### src/rtl/poc_fifo.sv
// -----------------------------------------------------------------------------
// poc_fifo -- printer output controller with a DEPTH-entry transmit FIFO.
//
// The CPU pushes bytes through a small register file (DATA/CTRL/STATUS/THRESH).
// A printer-service FSM drains the FIFO one entry at a time using the
// print_ready / pulse_request handshake. irq (active-low) flags a low FIFO
// level in interrupt mode, or a sticky overflow in either mode.
//
// Optional feature macro: POC_TIMEOUT_EN
//   When defined, a watchdog counts cycles spent waiting on the printer. After
//   TIMEOUT_CYC cycles it abandons the byte, returns the FSM to IDLE and sets
//   the sticky STATUS.timeout flag. When undefined there is no watchdog,
//   STATUS bit4 reads 0 and TIMEOUT_CYC is unused.
//
// Parameters:
//   DATA_W      data / register width (>= 8)
//   DEPTH       FIFO entries (power of two, >= 2)
//   TIMEOUT_CYC printer handshake watchdog limit (POC_TIMEOUT_EN only)
//
// Ports:
//   clk            system clock, rising edge
//   rst_n          asynchronous active-low reset
//   wr_en, rd_en   CPU register write / read strobes
//   addr           register select: 0 DATA, 1 CTRL, 2 STATUS, 3 THRESH
//   wdata          CPU write data
//   rdata          registered CPU read data (holds between reads)
//   irq            registered active-low interrupt
//   print_ready    printer ready level
//   print_data     byte presented to the printer
//   pulse_request  one-cycle print strobe
// -----------------------------------------------------------------------------
module poc_fifo #(
  parameter int DATA_W      = 8,
  parameter int DEPTH       = 16,
  parameter int TIMEOUT_CYC = 1024
) (
  input  logic              clk,
  input  logic              rst_n,
  input  logic              wr_en,
  input  logic              rd_en,
  input  logic [1:0]        addr,
  input  logic [DATA_W-1:0] wdata,
  output logic [DATA_W-1:0] rdata,
  output logic              irq,
  input  logic              print_ready,
  output logic [DATA_W-1:0] print_data,
  output logic              pulse_request
);

  localparam int AW = $clog2(DEPTH);
  localparam int LW = AW + 1;

  localparam logic [1:0] A_DATA   = 2'd0;
  localparam logic [1:0] A_CTRL   = 2'd1;
  localparam logic [1:0] A_STATUS = 2'd2;
  localparam logic [1:0] A_THRESH = 2'd3;

  localparam logic [LW-1:0] FULL_LVL = LW'(DEPTH);

  // Reject parameter sets the register map cannot represent (STATUS needs
  // bit7, THRESH/level must fit in a register word).
  if (DATA_W < 8 || DEPTH < 2 || (DEPTH & (DEPTH - 1)) != 0 ||
      LW > DATA_W || TIMEOUT_CYC < 1) begin : g_param_check
    $error("poc_fifo: illegal parameter combination");
  end

  typedef enum logic [1:0] {
    S_IDLE    = 2'd0,
    S_STROBE  = 2'd1,
    S_WAIT_LO = 2'd2,
    S_WAIT_HI = 2'd3
  } state_t;

  state_t            state;

  logic [DATA_W-1:0] mem [DEPTH];
  logic [AW-1:0]     wr_ptr;
  logic [AW-1:0]     rd_ptr;
  logic [LW-1:0]     level;

  logic              mode;      // 1 = polling, 0 = interrupt
  logic              enable;
  logic [LW-1:0]     thresh;
  logic              overflow;
  logic              timeout;

  logic              wr_data;
  logic              wr_ctrl;
  logic              wr_status;
  logic              wr_thresh;
  logic              flush;
  logic              empty;
  logic              full;
  logic              busy;
  logic              pop;
  logic              push_ok;
  logic              ovf_set;
  logic              tmo_fire;

  // STATUS word assembly; undefined bits read 0.
  function automatic logic [DATA_W-1:0] status_word(input logic emp,
                                                    input logic ful,
                                                    input logic ovf,
                                                    input logic bsy,
                                                    input logic tmo);
    logic [DATA_W-1:0] s;
    s    = '0;
    s[0] = emp;
    s[1] = ful;
    s[2] = ovf;
    s[3] = bsy;
    s[4] = tmo;
    s[7] = !ful;
    return s;
  endfunction

  // Register-port decode
  assign wr_data   = wr_en && (addr == A_DATA);
  assign wr_ctrl   = wr_en && (addr == A_CTRL);
  assign wr_status = wr_en && (addr == A_STATUS);
  assign wr_thresh = wr_en && (addr == A_THRESH);
  assign flush     = wr_ctrl && wdata[2];

  assign empty = (level == '0);
  assign full  = (level == FULL_LVL);
  assign busy  = (state != S_IDLE);

  // Fullness is judged before any same-cycle pop; a flush swallows the push
  // silently. (With a single address port, a flush and a DATA push cannot
  // coincide today, but the gating keeps the FIFO consistent if they ever do.)
  assign push_ok = wr_data && !full && !flush;
  assign ovf_set = wr_data &&  full && !flush;
  assign pop     = (state == S_IDLE) && enable && !empty && print_ready;

`ifdef POC_TIMEOUT_EN
  localparam int TW = $clog2(TIMEOUT_CYC + 1);
  logic [TW-1:0] tmo_cnt;

  // Fires on the TIMEOUT_CYC-th consecutive cycle spent waiting on the printer.
  assign tmo_fire = ((state == S_WAIT_LO) || (state == S_WAIT_HI)) &&
                    (tmo_cnt == TW'(TIMEOUT_CYC - 1));
`else
  assign tmo_fire = 1'b0;
`endif

  // FIFO storage: data only, no reset.
  always_ff @(posedge clk) begin
    if (push_ok) begin
      mem[wr_ptr] <= wdata;
    end
  end

  // FIFO pointers and level. Pointers wrap naturally at DEPTH.
  always_ff @(posedge clk or negedge rst_n) begin
    if (!rst_n) begin
      wr_ptr <= '0;
      rd_ptr <= '0;
      level  <= '0;
    end else if (flush) begin
      wr_ptr <= '0;
      rd_ptr <= '0;
      level  <= '0;
    end else begin
      if (push_ok) begin
        wr_ptr <= wr_ptr + 1'b1;
      end
      if (pop) begin
        rd_ptr <= rd_ptr + 1'b1;
      end
      case ({push_ok, pop})
        2'b10:   level <= level + LW'(1);
        2'b01:   level <= level - LW'(1);
        default: level <= level;
      endcase
    end
  end

  // Control / threshold / sticky status registers
  always_ff @(posedge clk or negedge rst_n) begin
    if (!rst_n) begin
      mode     <= 1'b0;
      enable   <= 1'b1;
      thresh   <= '0;
      overflow <= 1'b0;
    end else begin
      if (wr_ctrl) begin
        mode   <= wdata[0];
        enable <= wdata[1];
      end
      if (wr_thresh) begin
        thresh <= wdata[LW-1:0];
      end
      if (ovf_set) begin
        overflow <= 1'b1;
      end else if (wr_status && wdata[2]) begin
        overflow <= 1'b0;
      end
    end
  end

`ifdef POC_TIMEOUT_EN
  always_ff @(posedge clk or negedge rst_n) begin
    if (!rst_n) begin
      timeout <= 1'b0;
    end else if (tmo_fire) begin
      timeout <= 1'b1;
    end else if (wr_status && wdata[4]) begin
      timeout <= 1'b0;
    end
  end
`else
  assign timeout = 1'b0;
`endif

  // Printer-service FSM; print_data and pulse_request are registered here.
  always_ff @(posedge clk or negedge rst_n) begin
    if (!rst_n) begin
      state         <= S_IDLE;
      print_data    <= '0;
      pulse_request <= 1'b0;
`ifdef POC_TIMEOUT_EN
      tmo_cnt       <= '0;
`endif
    end else begin
      pulse_request <= 1'b0;
`ifdef POC_TIMEOUT_EN
      if (((state == S_WAIT_LO) || (state == S_WAIT_HI)) && !tmo_fire) begin
        tmo_cnt <= tmo_cnt + 1'b1;
      end else begin
        tmo_cnt <= '0;
      end
`endif
      if (tmo_fire) begin
        // Abandon the byte; the printer never completed the handshake.
        state <= S_IDLE;
      end else begin
        case (state)
          S_IDLE: begin
            if (pop) begin
              print_data    <= mem[rd_ptr];
              pulse_request <= 1'b1;
              state         <= S_STROBE;
            end
          end
          S_STROBE: begin
            state <= S_WAIT_LO;
          end
          S_WAIT_LO: begin
            if (!print_ready) begin
              state <= S_WAIT_HI;
            end
          end
          S_WAIT_HI: begin
            if (print_ready) begin
              state <= S_IDLE;
            end
          end
          default: state <= S_IDLE;
        endcase
      end
    end
  end

  // Registered read port; on a simultaneous write the pre-write state is read.
  always_ff @(posedge clk or negedge rst_n) begin
    if (!rst_n) begin
      rdata <= '0;
    end else if (rd_en) begin
      case (addr)
        A_DATA:   rdata <= DATA_W'(level);
        A_CTRL:   rdata <= DATA_W'({enable, mode});
        A_STATUS: rdata <= status_word(empty, full, overflow, busy, timeout);
        A_THRESH: rdata <= DATA_W'(thresh);
        default:  rdata <= '0;
      endcase
    end
  end

  // Interrupt: one cycle behind the level/threshold/overflow state.
  always_ff @(posedge clk or negedge rst_n) begin
    if (!rst_n) begin
      irq <= 1'b1;
    end else begin
      irq <= !((!mode && enable && (level <= thresh)) || overflow);
    end
  end

endmodule

### config.mk
export PLATFORM = sky130hd
export DESIGN_NAME = poc_fifo
export DESIGN_NICKNAME = d
export VERILOG_FILES = /design/src/rtl/poc_fifo.sv
export SDC_FILE = /design/constraint.sdc
export NUM_CORES = 1
export LEC_CHECK = 0
export ABC_AREA = 1
export CAP_MARGIN = 20
export CORE_UTILIZATION = 50
export DETAILED_ROUTE_END_ITERATION = 8
export PLACE_DENSITY = 0.68
export RECOVER_POWER = 100
export SYNTH_ARGS = -nofsm -noshare
export SYNTH_HDL_FRONTEND = slang
export SYNTH_SLANG_ARGS = --single-unit
### constraint.sdc
create_clock -name clk -period 5.82 [get_ports clk]
set_input_delay 1.746 -clock clk [delete_from_list [all_inputs] [get_ports clk]]
set_output_delay 1.746 -clock clk [all_outputs]
set_load 0.01 [all_outputs]
### Met4 routing

Cells faint in the background.
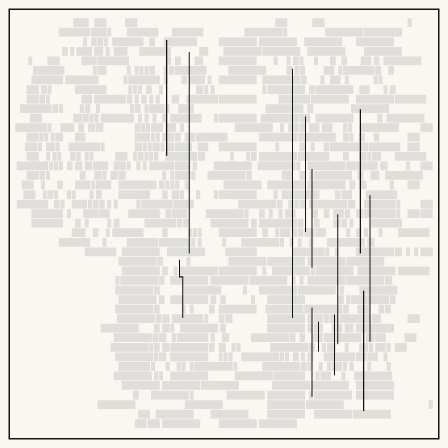
- longest straight run: 70.7 um
- share of all routed wire: 2.7%
- wire length on this layer: 442 um
DRT Wirelength: 16,300 um
routed vias: 4,785

### PDN straps and rails

Bar = 20 um. Pins as bars on the die edge. Tap cells in gray.
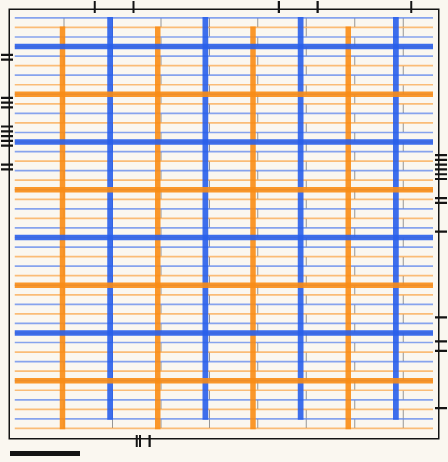
- blue: VDD
- orange: VSS
- tap cells: 180
- rows: 43
- met5 straps: 8
Die Span Y: 122 um
Die X: 122 um
core footprint: 13,900 um2

### Layout detail

Region (79, 18) to (104, 43) um. Cells in gray, sequential cells in the stronger gray; small squares are vias.
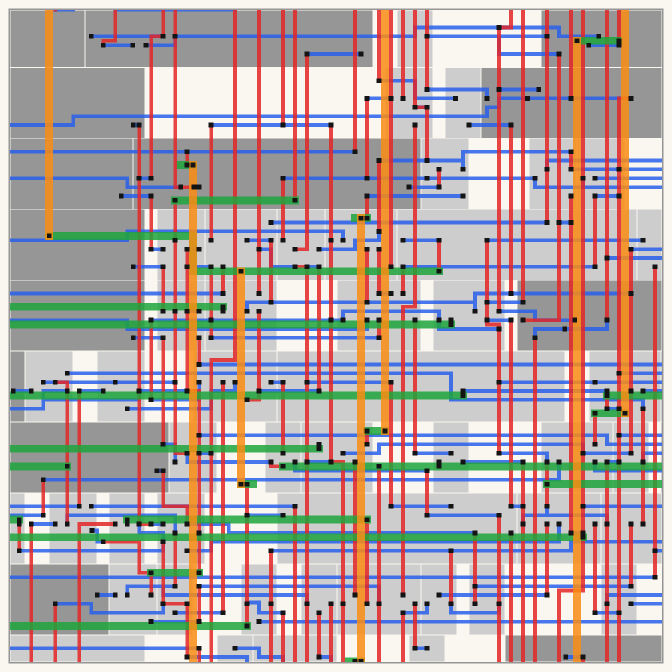
- red: met2
- blue: met1
- green: met3
- orange: met4
- sequential cells in the window: 5
- netlist names of flops here include: mem (5)
- cells with their middle in the window: 45
- most frequent: o21ai_0 (11), nor2_1 (10), o211ai_1 (7)

### Wiring by layer

Two of the layers only.
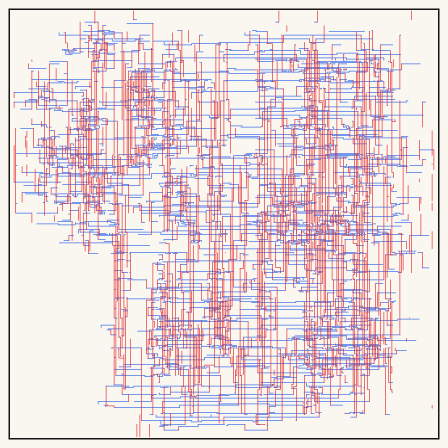
- blue: met1 (wire length 6,780 um)
- red: met2 (wire length 7,940 um)
Wirelength per Cell: 19.8 um
gr usage total: 23.7%

[cell usage in the layout (no fill, tap or decap), drive strengths merged, types with 10 or more instances in the layout]
cell type / n
a21oi: 12
a31oi: 10
clkbuf: 28
dfrtp: 37
dlygate4sd3: 26
edfxtp: 128
ha: 16
inv: 44
nand2: 63
nand3: 18
nor2: 99
o211ai: 10
o21ai: 86
o221ai: 24
o22ai: 12
[critical path: cells and delay by family]
family	cells	cell delay, ps
adders and majority gates	1	340
buffers and inverters	5	1660
and+or+nand+nor	8	910
[layout make-up]
cell class / count / area share (%)
clock buffers: 26 / 5.80
multi-input cells: 365 / 24.6
repair buffers: 33 / 3.86
inverters: 45 / 2.13
clock inverters: 6 / 1.28
flip-flops and latches: 167 / 59.6
well taps: 180 / 2.78
==> flow_summary.toml <==
# generated from flow reports
[cts]
clock-root-buffer = "clkbuf_16"
cts_tree = "done"
clk_pin_slew_ps = 60
clockBufferDepth = 2
clock_latency_ps = 420

[placement]
pre_cts_slack_ps = 1710
numPortBuffers = 30
dp.cells = 790

[power_and_ir_drop]
pwr_density_cell_nw_per_um2 = 456
clk-power_w = 0.00110
power_w = 0.00370
pg_comb_w = 0.00107
swShare_pct = 33.8

[layout]
antenna_cells = 0
top_regs = "mem: 128 flops, print_data: 8 flops, rdata: 6 flops"
largest_register_ffs = 128
top_register = "mem"
fill_cells = 1144
regArea_um2 = 4820

[sta]
fin_setup_tns_ps = 0
fin_ws_ps = 1480
slew_violations = 40

[min_path]
hold_depth = 1
hold_end = "irq$_DFF_PN1_"

[synthesis]
ys_sh_mux_pct = 0.157
synthArstFlopShare_pct = 23.4
yosys.area_share.aoi_pct = 13.4
yosys-stat-area_um2 = 7190
ff_type = "edfxtp_1"
most_common_cell = "edfxtp_1"
simple_gate_area_share_pct = 11.4
top_area_share_pct = 53.4
synthTopCellsByArea = "edfxtp_1 (53%), dfrtp_1 (13%), o21ai_0 (5.6%), nor2_1 (5.0%), o221ai_1 (2.9%)"
yosys_cells = 606
yosys.area.top_type = "edfxtp_1"
yosys_warnings = 0

[grt]
top_usage_layer = "met2"
grt-ovfl-total = 0
grt_pass1_vias = 4554

[status]
status = "complete, but fails checks"
violations = "max-capacitance violations, max-slew violations"

[worst_setup_path]
reg2regPathDepth = 13
rrSetupSlack_ps = 2660
cpMaxStageDelayCell = "clkinvlp_2"

[route]
drtPass1Iterations = 6
viasPerCell = 5.82
ant_nets = 0

[job]
drv_cap = 1

[floorplan]
die_area_um2 = 14900
